--- config.mk ---
export PLATFORM = sky130hd
export DESIGN_NAME = axis_packet_accumulator
export DESIGN_NICKNAME = d
export VERILOG_FILES = /design/src/rtl/axis_packet_accumulator_pkg.sv /design/src/rtl/axis_packet_accumulator_add.sv /design/src/rtl/axis_packet_accumulator.sv
export SDC_FILE = /design/constraint.sdc
export NUM_CORES = 1
export LEC_CHECK = 0
export ABC_CLOCK_PERIOD_IN_PS = 6590
export CAP_MARGIN = 20
export CORE_MARGIN = 1
export CORE_UTILIZATION = 58
export CTS_CLUSTER_DIAMETER = 30
export DETAILED_ROUTE_END_ITERATION = 6
export GPL_TIMING_DRIVEN = 0
export MAX_ROUTING_LAYER = met4
export PLACE_DENSITY_LB_ADDON = 0.3
export SLEW_MARGIN = 5
export SYNTH_ARGS = -nofsm -noshare
export SYNTH_HDL_FRONTEND = slang
export SYNTH_SLANG_ARGS = --single-unit
--- constraint.sdc ---
create_clock -name aclk -period 6.59 [get_ports aclk]
set_input_delay 1.318 -clock aclk [delete_from_list [all_inputs] [get_ports aclk]]
set_output_delay 1.318 -clock aclk [all_outputs]
set_load 0.05 [all_outputs]
--- src/rtl/axis_packet_accumulator_pkg.sv ---
// Shared types and helpers for axis_packet_accumulator: output-side FSM states and sample extension.
package axis_packet_accumulator_pkg;

  typedef enum logic {
    ST_ACC,
    ST_HOLD
  } state_t;

  // Widest sample/accumulator the extension helper can carry.
  localparam int EXT_MAX_W = 128;

  // Extends a width-bit value held in the low bits of data to EXT_MAX_W bits.
  function automatic logic [EXT_MAX_W-1:0] ext(input logic [EXT_MAX_W-1:0] data,
                                               input int                   width,
                                               input bit                   is_signed);
    logic [EXT_MAX_W-1:0] res;
    res = data;
    for (int i = 0; i < EXT_MAX_W; i++) begin
      if (i >= width) res[i] = is_signed & data[width-1];
    end
    return res;
  endfunction

endpackage

--- src/rtl/axis_packet_accumulator_add.sv ---
// Combinational ACC_WIDTH adder; saturates to the signed/unsigned range when
// AXIS_PACKET_ACCUMULATOR_SAT_EN is defined, otherwise wraps.
module axis_packet_accumulator_add #(
  parameter int ACC_WIDTH = 48,
  parameter bit IS_SIGNED = 1'b0
) (
  input  logic [ACC_WIDTH-1:0] a,
  input  logic [ACC_WIDTH-1:0] b,
  output logic [ACC_WIDTH-1:0] sum
);

`ifdef AXIS_PACKET_ACCUMULATOR_SAT_EN
  localparam int MSB = ACC_WIDTH - 1;

  logic [ACC_WIDTH:0] wide;

  always_comb begin
    wide = {1'b0, a} + {1'b0, b};
    sum  = wide[ACC_WIDTH-1:0];
    if (IS_SIGNED) begin
      // Signed overflow: operands agree in sign but the result does not.
      if ((a[MSB] == b[MSB]) && (sum[MSB] != a[MSB])) begin
        sum = a[MSB] ? {1'b1, {(ACC_WIDTH-1){1'b0}}} : {1'b0, {(ACC_WIDTH-1){1'b1}}};
      end
    end else if (wide[ACC_WIDTH]) begin
      sum = '1;
    end
  end
`else
  assign sum = a + b;
`endif

endmodule

--- src/rtl/axis_packet_accumulator.sv ---
// Sums each tlast-delimited AXI4-Stream packet into one result beat, counts packets and flags
// length mismatches. Define AXIS_PACKET_ACCUMULATOR_SAT_EN for saturating accumulation.
module axis_packet_accumulator
  import axis_packet_accumulator_pkg::*;
#(
  parameter int AXIS_TDATA_WIDTH = 32,
  parameter int ACC_WIDTH        = 48,
  parameter int CNTR_WIDTH       = 32,
  parameter int TDATA_SIGNED     = 0
) (
  input  logic                        aclk,
  input  logic                        aresetn,
  input  logic [CNTR_WIDTH-1:0]       cfg_data,
  output logic                        s_axis_tready,
  input  logic [AXIS_TDATA_WIDTH-1:0] s_axis_tdata,
  input  logic                        s_axis_tvalid,
  input  logic                        s_axis_tlast,
  input  logic                        m_axis_tready,
  output logic [ACC_WIDTH-1:0]        m_axis_tdata,
  output logic                        m_axis_tvalid,
  output logic [CNTR_WIDTH-1:0]       sts_data,
  output logic                        sts_error
);

  state_t                state, state_next;
  logic [ACC_WIDTH-1:0]  acc;
  logic [ACC_WIDTH-1:0]  sample_ext;
  logic [ACC_WIDTH-1:0]  sum;
  logic [CNTR_WIDTH-1:0] beat_cnt;
  logic                  in_fire;
  logic                  last_fire;

  // A result is held exactly while in ST_HOLD, so tvalid comes straight from the state register.
  assign m_axis_tvalid = (state == ST_HOLD);
  assign s_axis_tready = !(m_axis_tvalid && !m_axis_tready);
  assign in_fire       = s_axis_tvalid && s_axis_tready;
  assign last_fire     = in_fire && s_axis_tlast;

  assign sample_ext = ACC_WIDTH'(ext(EXT_MAX_W'(s_axis_tdata), AXIS_TDATA_WIDTH, TDATA_SIGNED != 0));

  axis_packet_accumulator_add #(
    .ACC_WIDTH (ACC_WIDTH),
    .IS_SIGNED (TDATA_SIGNED != 0)
  ) u_add (
    .a   (acc),
    .b   (sample_ext),
    .sum (sum)
  );

  // NOTE: every signal written here gets a default first, so no path can infer a latch.
  always_comb begin
    state_next = state;
    case (state)
      ST_ACC:  if (last_fire) state_next = ST_HOLD;
      ST_HOLD: if (!last_fire && m_axis_tready) state_next = ST_ACC;
      default: state_next = ST_ACC;
    endcase
  end

  // NOTE: state uses non-blocking assignments so all registers update together on the edge.
  always_ff @(posedge aclk or negedge aresetn) begin
    if (!aresetn) begin
      state        <= ST_ACC;
      acc          <= '0;
      beat_cnt     <= '0;
      m_axis_tdata <= '0;
      sts_data     <= '0;
      sts_error    <= 1'b0;
    end else begin
      state <= state_next;
      if (last_fire) begin
        m_axis_tdata <= sum;
        acc          <= '0;
        beat_cnt     <= '0;
        sts_data     <= sts_data + CNTR_WIDTH'(1);
        if (beat_cnt != cfg_data) sts_error <= 1'b1;
      end else if (in_fire) begin
        acc <= sum;
        if (beat_cnt != '1) beat_cnt <= beat_cnt + CNTR_WIDTH'(1);
      end
    end
  end

endmodule
==> run_1/m1.png <==
The bar under the picture is 50 um long. Supply wires on this layer in grey.
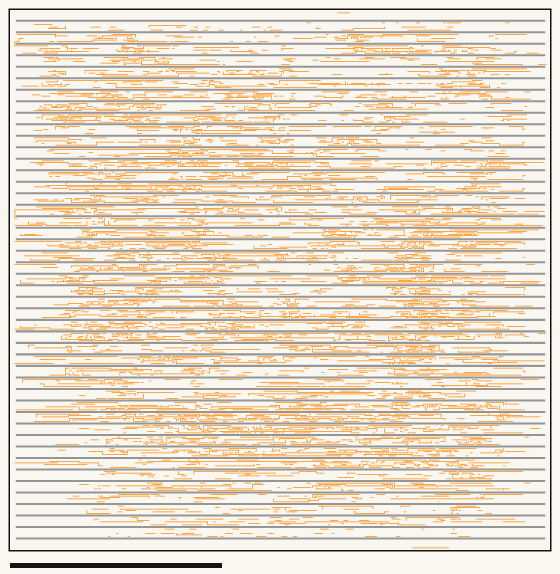
share of all routed wire: 44%
nets with wire on the layer: 1127
main direction: horizontal
met1 usage: 42.2%
DR vias: 8069

==> run_1/m2.png <==
The bar under the picture is 50 um long.
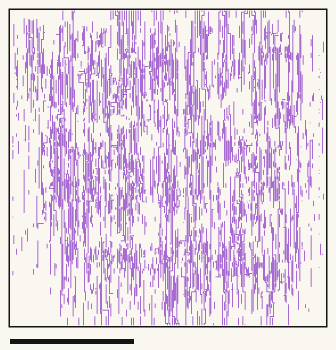
wire length on this layer: 11200 um
longest straight run: 70.9 um
final WL: 23800 um
M2 GR Usage: 47.2%

==> run_1/m3.png <==
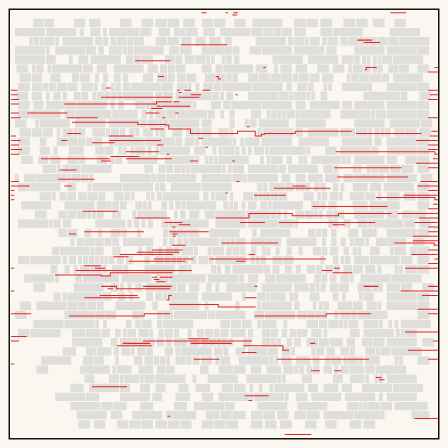
longest straight run: 34.5 um
share of all routed wire: 6.1%
main direction: horizontal
wire length on this layer: 1460 um
met3 Use GR: 5.53%

==> results_dict.tcl, run 1 <==
# metrics dict for downstream scripts
set metrics [dict create \
    skew_ps 9.31 \
    inverters 15 \
    cp-start-kind "input port" \
    ys_cells 966 \
    syn2layout_area_growth_pct 26.9 \
    clockRootBuffer "clkbuf_16" \
    ys_sh_aoi_pct 16.5 \
    antenna_left 0 \
    min_path_cells 1 \
    worst-path-buf-inv 3 \
    fa_ha_area_share_pct 4.86 \
    placed_cell_area_um2 11000 \
    syn_avg_cell_area_um2 9.48 \
    antenna_cells 0 \
    nets 1240 \
    clock_buffers 19 \
    fin_area_um2 11600 \
    p_comb_uw 2030 \
    drive_gt1_share_pct 5.14 \
    port_buffers 150 \
    leakagePower_uw 0.00520 \
    coreArea_um2 15300 \
    ys_chip_area_um2 9160 \
    dp.cells 1328 \
    cp-end-kind "flop" \
    wl_met1_um 10600 \
    worst_ep_arrival_time_ps 4820 \
    syn_nets 1070 \
    cp.required_ps 6930 \
    num_io_pins 152 \
    largest_class "multi-input combinational cells" \
    setup_viol 0 \
    crit_end "m_axis_tdata[40]" \
    comb_power_share_pct 44.9 \
    dr.pass1.iters 5 \
    place_congestion 0.926 \
    overflow 0 \
    cts.path.max_buffers 2 \
    stdcell_count 1359 \
    synthMostInstantiatedCell "dfrtp_1" \
    mux_share_pct 2.06 \
    grt_first_pass_wirelength_um 38600 \
    logic_area_um2 4870 \
    cts_tree "built" \
    edf_count 0 \
    track_usage_pct 31.2 \
    synthTopCellsByCount "dfrtp_1 (162), nand2_1 (134), xor2_1 (75), nor2_1 (66), o21ai_0 (54)" \
    switching_share_pct 40.9 \
    crit_slowest_cell "a21oi_1" \
    dpl.hpwl_um 17000 \
    grt_max_degree 100 \
    layout.cells.most_common "dfrtp_1" \
    regArea_um2 4050 \
    cp-startpoint "s_axis_tdata[2]" \
    clk_share_pct 5.71 \
    period_minus_slack_ps 4480 \
    post-place-ws_ps 1780 \
    worst_slew_pin_slew_ps 807 \
    met2_length_um 11200 \
    rsz0062_at_grt "false" \
    seqPwrFrac_pct 30.1 \
    warning_count 26 \
    cts.clk_slew.worst_paths_ps 60 \
    critPathKind "in2reg" \
    yosys.stat.seqShare_pct 44.3 \
    powerClk_uw 1120 \
    drv_cap 0 \
    drtIter0Drc 849 \
    slowest_delay_ps 490 \
    slew_viol_final 0 \
    nNonClkBuffers 197 \
    yosysTopAreaCell "dfrtp_1" \
    reg2reg_slack_ps 3040 \
    ff_count 162 \
    avgViaCountPerCell 5.94 \
    syn_area_um2 9160 \
    fmax_ghz 0.223 \
    clkLatencyLatePin_ps 430 \
    yosys.cell_types.count 62 \
    antenna_found_initial 0 \
    r2r_end "m_axis_tdata[40]" \
    whs_endpoint "sts_error" \
    utilization_pct 75.9 \
    comb.multi_input.count 743 \
    synth_cells 966 \
    synth_flop_count 162 \
    synthTopCellsByArea "dfrtp_1 (44%), xor2_1 (7.2%), nand2_1 (5.5%), ha_1 (4.6%), xnor2_1 (3.9%)" \
    tap_cells 211 \
    p_sw_uw 1850 \
    path_cells "clkdlybuf4s50_1 > ha_1 > nor2b_1 > o31a_1 > o31ai_1 > a21oi_2 > a21oi_1 > o311a_1 > buf_2 > buf_2 > o31ai_1 > a31oi_1" \
    seq_share_pct 34.9 \
    fp-utilization_pct 59.8 \
    p_total_uw 4510 \
    hold_class "reg2reg" \
    ys_warn_count 0 \
    simple_gate_share_pct 18.6 \
    outcome "finished clean" \
    hold_viol 0 \
    wl_per_cell_um 17.5 \
    vdd_drop_max_v 0.000294 \
    topCombFamilyByArea "simple AND/OR/NAND/NOR gates" \
    power.group.top "combinational cells" \
    clkSinkCount 162 \
    num-fill-cells 1080 \
    hold_slack_ps 466 \
    nonClkBufAreaFrac_pct 14.7 \
    drc 0 \
    routed-wl-met3_um 1460 \
]
--- run 2 (diff from run 1) ---
Settings changed: ABC_CLOCK_PERIOD_IN_PS 6590 to 4400, CORE_UTILIZATION 58 to 54.
Clock period 6.59 ns to 4.4 ns, I/O delays scaled along.
==> results_dict.tcl, run 2 <==
# metrics dict for downstream scripts
set metrics [dict create \
    syn_avg_cell_area_um2 9.48 \
    fin_area_um2 11600 \
    powerClk_uw 1480 \
    comb_power_share_pct 46.4 \
    antenna_found_initial 0 \
    dp.cells 1337 \
    flop_cell "dfrtp_1" \
    die_area_um2 17500 \
    drive_gt1_share_pct 5.40 \
    critPathMaxFanout 10 \
    dpl.hpwl_um 17400 \
    rows 47 \
    yosys.stat.seqShare_pct 44.3 \
    die_w_um 132 \
    antenna_cells 0 \
    path_common_cell "buf_2" \
    maxSlewHeadroom_pct 49.8 \
    cts.path.max_buffers 2 \
    rsz0062_at_grt "false" \
    layout.cells.most_common "dfrtp_1" \
    grt_max_degree 83 \
    yosys.cell_types.count 62 \
    syn_nets 1070 \
    worst-path-buf-inv 4 \
    synth.top_cell.area_share_pct 44.3 \
    routed-wl-met3_um 1360 \
    cp-startpoint "s_axis_tdata[0]" \
    worst_ep_arrival_time_ps 4340 \
    largest_class "multi-input combinational cells" \
    antenna_left 0 \
    synth_cells 966 \
    ys_sh_aoi_pct 16.5 \
    worstRegToRegCells 13 \
    grt_first_pass_wirelength_um 38600 \
    num_io_pins 152 \
    place_congestion 0.927 \
    cts_resized 0 \
    stdcell_count 1369 \
    leakagePower_uw 0.00517 \
    sh_comb_area_pct 42.1 \
    clkLatencyLatePin_ps 430 \
    clock_buffers 22 \
    postCtsSetupBuffers 0 \
    vdd_drop_max_v 0.000457 \
    worst_slew_pin_slew_ps 753 \
    topCombFamilyByArea "simple AND/OR/NAND/NOR gates" \
    crit_end "acc[40]" \
    wl_per_cell_um 17.3 \
    post-place-ws_ps -37.3 \
    setup_viol 0 \
    ys_warn_count 0 \
    outcome "finished clean" \
    cts_tree "built" \
    h-tree-depth 4 \
    p_total_uw 6550 \
    cp-start-kind "input port" \
    inverters 15 \
    clk_share_pct 5.12 \
    r2r_start "acc[0]" \
    slew_viol_final 0 \
    hold_slack_ps 421 \
    fa_ha_area_share_pct 4.86 \
    cts.clk_slew.worst_paths_ps 70 \
    synthTopCellsByCount "dfrtp_1 (162), nand2_1 (134), xor2_1 (75), nor2_1 (66), o21ai_0 (54)" \
    seqPwrFrac_pct 31.0 \
    grt_pass1_vias 7633 \
    r2r_end "m_axis_tdata[40]" \
    ff_count 162 \
    slowest_delay_ps 460 \
    cp-end-kind "flop" \
    lay_top_cells "dfrtp_1 (162), clkdlybuf4s50_1 (149), nand2_1 (134)" \
    period_used_pct 92.0 \
    cp.required_ps 4700 \
    top_regs "acc x48, m_axis_tdata x48" \
    syn_area_um2 9160 \
    cts_buffers 17 \
    clockRootBuffer "clkbuf_16" \
    skew_ps 8.45 \
    dr.pass1.iters 5 \
    switching_share_pct 42.3 \
    ys_chip_area_um2 9160 \
    nNonClkBuffers 197 \
    crit_slowest_cell "clkdlybuf4s50_1" \
    edf_count 0 \
    avgViaCountPerCell 5.84 \
    nonClkBufAreaFrac_pct 14.8 \
    crit_family "AND-OR/OR-AND gates" \
    pg_seq_uw 2030 \
    power_density_nw_per_um2 567 \
    port_buffers 150 \
    cts_hold_buffers 0 \
    simple_gate_share_pct 18.6 \
    critPathKind "in2reg" \
    fp-utilization_pct 55.2 \
    track_usage_pct 28.8 \
    power.group.top "combinational cells" \
    fin_ws_ps 353 \
    comb.multi_input.count 743 \
    hold_viol 0 \
    yosysTopAreaCell "dfrtp_1" \
    nets 1240 \
    grtUsageMet3_pct 4.31 \
    syn2layout_area_growth_pct 26.2 \
    path_cells "clkdlybuf4s50_1 > ha_1 > inv_1 > fa_1 > nor2b_1 > o31a_1 > o31ai_1 > a21oi_2 > a21oi_1 > o311a_1 > buf_2 > buf_2 > o311ai_0 > nand3_1" \
    seq_share_pct 35.1 \
    clkSinkCount 162 \
    utilization_pct 69.7 \
    regArea_um2 4050 \
    overflow 0 \
    synth_flop_count 162 \
    drtIter0Drc 643 \
    synthMostInstantiatedCell "dfrtp_1" \
    synthTopCellsByArea "dfrtp_1 (44%), xor2_1 (7.2%), nand2_1 (5.5%), ha_1 (4.6%), xnor2_1 (3.9%)" \
    p_comb_uw 3040 \
    logic_area_um2 4870 \
    p_sw_uw 2770 \
    met2_length_um 10800 \
    period_minus_slack_ps 4050 \
    drc 0 \
    wl_met1_um 10800 \
    hold_class "in2async" \
    ys_cells 966 \
    reg2reg_slack_ps 910 \
    fmax_ghz 0.247 \
    placed_cell_area_um2 11000 \
    tap_cells 220 \
    mux_share_pct 2.06 \
    synth_async_sr_flop_share_pct 100 \
    path_depth 14 \
    num-fill-cells 1302 \
    warning_count 26 \
    finalSetupTns_ps 0 \
    drv_cap 0 \
    coreArea_um2 16600 \
]
==> run_2/m2.png <==
The bar under the picture is 50 um long.
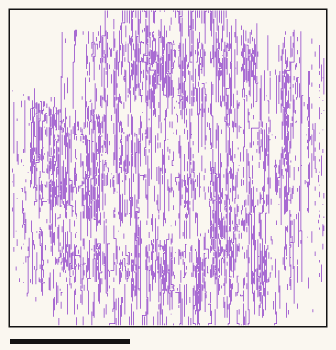
share of all routed wire: 46%
nets with wire on the layer: 1097
main direction: vertical
DR vias: 7999
final WL: 23700 um
M2 GR Usage: 43.5%

==> run_2/m1.png <==
The bar under the picture is 50 um long. Supply wires on this layer in grey.
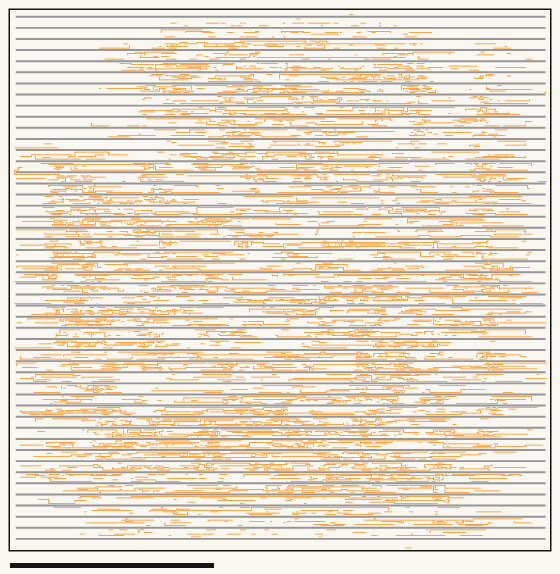
nets with wire on the layer: 1130
main direction: horizontal
share of all routed wire: 46%
wire length on this layer: 10800 um
met1 usage: 38.9%

--- run 3 (diff from run 2) ---
Settings changed: PLACE_DENSITY set to 0.81, PLACE_DENSITY_LB_ADDON 0.3 to not set.
==> results_dict.tcl, run 3 <==
# metrics dict for downstream scripts
set metrics [dict create \
    rows 47 \
    top_regs "acc x48, m_axis_tdata x48" \
    synth_flop_count 162 \
    drtIter0Drc 596 \
    num-fill-cells 1293 \
    topCombFamilyByArea "simple AND/OR/NAND/NOR gates" \
    layout.cells.most_common "dfrtp_1" \
    path_common_cell "buf_2" \
    tap_cells 220 \
    grt_max_degree 90 \
    nets 1240 \
    power_density_nw_per_um2 565 \
    lay_top_cells "dfrtp_1 (162), clkdlybuf4s50_1 (149), nand2_1 (134)" \
    slew_viol_final 0 \
    logic_area_um2 4870 \
    use_met1_pct 40.0 \
    nNonClkBuffers 197 \
    outcome "finished clean" \
    seqPwrFrac_pct 31.0 \
    place_congestion 0.929 \
    yosysTopAreaCell "dfrtp_1" \
    port_buffers 150 \
    finalSetupTns_ps 0 \
    cts_resized 0 \
    wl_per_cell_um 17.4 \
    largest_class "multi-input combinational cells" \
    p_comb_uw 3030 \
    critPathMaxFanout 10 \
    avgViaCountPerCell 5.84 \
    powerClk_uw 1470 \
    met2_length_um 11000 \
    synth_xor_xnor_area_share_pct 11.1 \
    edf_count 0 \
    worst-path-buf-inv 4 \
    ff_count 162 \
    die_w_um 132 \
    syn_avg_cell_area_um2 9.48 \
    synth_cells 966 \
    seq_share_pct 35.1 \
    cts_tree "built" \
    overflow 0 \
    crit_end "acc[34]" \
    sh_comb_area_pct 42.2 \
    regArea_um2 4050 \
    die.size.y_um 132 \
    cp-end-kind "flop" \
    grtUsageMet3_pct 5.73 \
    clkSinkCount 162 \
    worst_slew_pin_slew_ps 938 \
    grt_pass1_vias 7732 \
    setup_viol 0 \
    synthTopCellsByArea "dfrtp_1 (44%), xor2_1 (7.2%), nand2_1 (5.5%), ha_1 (4.6%), xnor2_1 (3.9%)" \
    skew_ps 10.2 \
    worstRegToRegCells 13 \
    p_int_uw 3680 \
    placed_cell_area_um2 11000 \
    syn2layout_area_growth_pct 26.1 \
    critPathKind "in2reg" \
    h-tree-depth 4 \
    die_area_um2 17500 \
    drv_cap 0 \
    comb.multi_input.count 743 \
    worst_ep_arrival_time_ps 4490 \
    dpl.hpwl_um 17200 \
    clockRootBuffer "clkbuf_16" \
    hold_viol 0 \
    clkLatencyLatePin_ps 440 \
    yosys.cell_types.count 62 \
    synthTopCellsByCount "dfrtp_1 (162), nand2_1 (134), xor2_1 (75), nor2_1 (66), o21ai_0 (54)" \
    fin_area_um2 11500 \
    mux_share_pct 2.06 \
    routed_wl_um 23900 \
    postCtsSetupBuffers 0 \
    slowest_delay_ps 470 \
    cts.clk_slew.worst_paths_ps 70 \
    r2r_start "acc[0]" \
    clock_buffers 17 \
    p_sw_uw 2850 \
    syn_nets 1070 \
    synth_async_sr_flop_share_pct 100 \
    inverters 15 \
    coreArea_um2 16600 \
    ys_chip_area_um2 9160 \
    pg_seq_uw 2030 \
    warning_count 26 \
    stdcell_count 1369 \
    cts.path.max_buffers 2 \
    power.group.top "combinational cells" \
    flop_cell "dfrtp_1" \
    drive_gt1_share_pct 5.40 \
    p_total_uw 6530 \
    dp.cells 1337 \
    ys_sh_aoi_pct 16.5 \
    nonClkBufAreaFrac_pct 14.8 \
    hold_slack_ps 402 \
    fin_ws_ps 204 \
    period_used_pct 95.4 \
    grt.met2_usage_pct 43.7 \
    fa_ha_area_share_pct 4.86 \
    cts_hold_buffers 0 \
    period_minus_slack_ps 4200 \
    fmax_ghz 0.238 \
    path_cells "clkdlybuf4s50_1 > ha_1 > inv_1 > fa_1 > nor2b_1 > o31a_1 > o31ai_1 > a21oi_2 > a21oi_1 > o311a_1 > buf_2 > buf_2 > o311ai_0 > nand3_1" \
    yosys.stat.seqShare_pct 44.3 \
    cp-start-kind "input port" \
    ys_cells 966 \
    rsz0062_at_grt "false" \
    antenna_found_initial 0 \
    vdd_drop_max_v 0.000420 \
    comb_power_share_pct 46.4 \
    path_depth 14 \
    cp.required_ps 4700 \
    synth.top_cell.area_share_pct 44.3 \
    clk_share_pct 5.05 \
    crit_family "AND-OR/OR-AND gates" \
    syn_area_um2 9160 \
    cp-startpoint "s_axis_tdata[0]" \
    num_vias 8001 \
    num_io_pins 152 \
    dr.pass1.iters 5 \
    top_layer_used "met4" \
    antenna_left 0 \
    ys_warn_count 0 \
    synthMostInstantiatedCell "dfrtp_1" \
    post-place-ws_ps -28.3 \
    reg2reg_slack_ps 760 \
    drc 0 \
    routed-wl-met3_um 1540 \
    leakagePower_uw 0.00517 \
    wl_met1_um 10800 \
    antenna_cells 0 \
    simple_gate_share_pct 18.6 \
    grt_first_pass_wirelength_um 39100 \
    fp-utilization_pct 55.2 \
    cts_buffers 17 \
]
==> run_3/m4.png <==
The bar under the picture is 50 um long. Supply wires on this layer in grey.
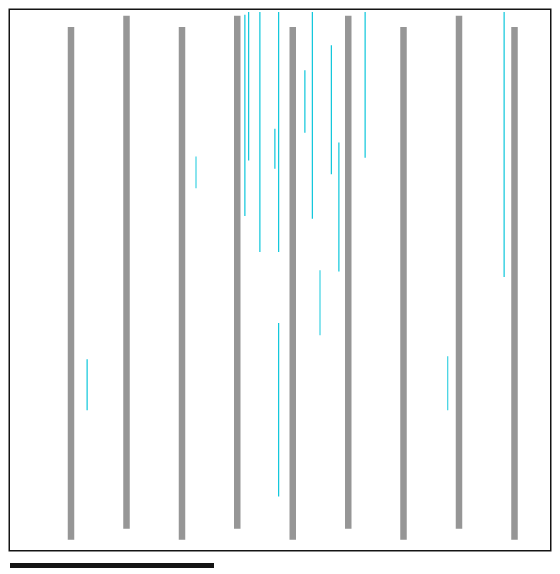
nets with wire on the layer: 12
wire length on this layer: 530 um
longest straight run: 64.6 um
main direction: vertical
share of all routed wire: 2.2%

==> run_3/congestion_map.png <==
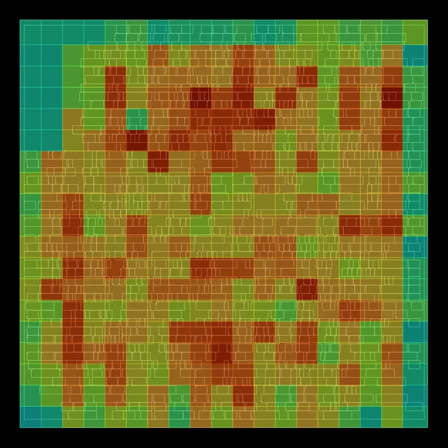
Finished Core Util: 69.6%
most crowded layer after global routing: met2
Total GRT Usage: 29.2%

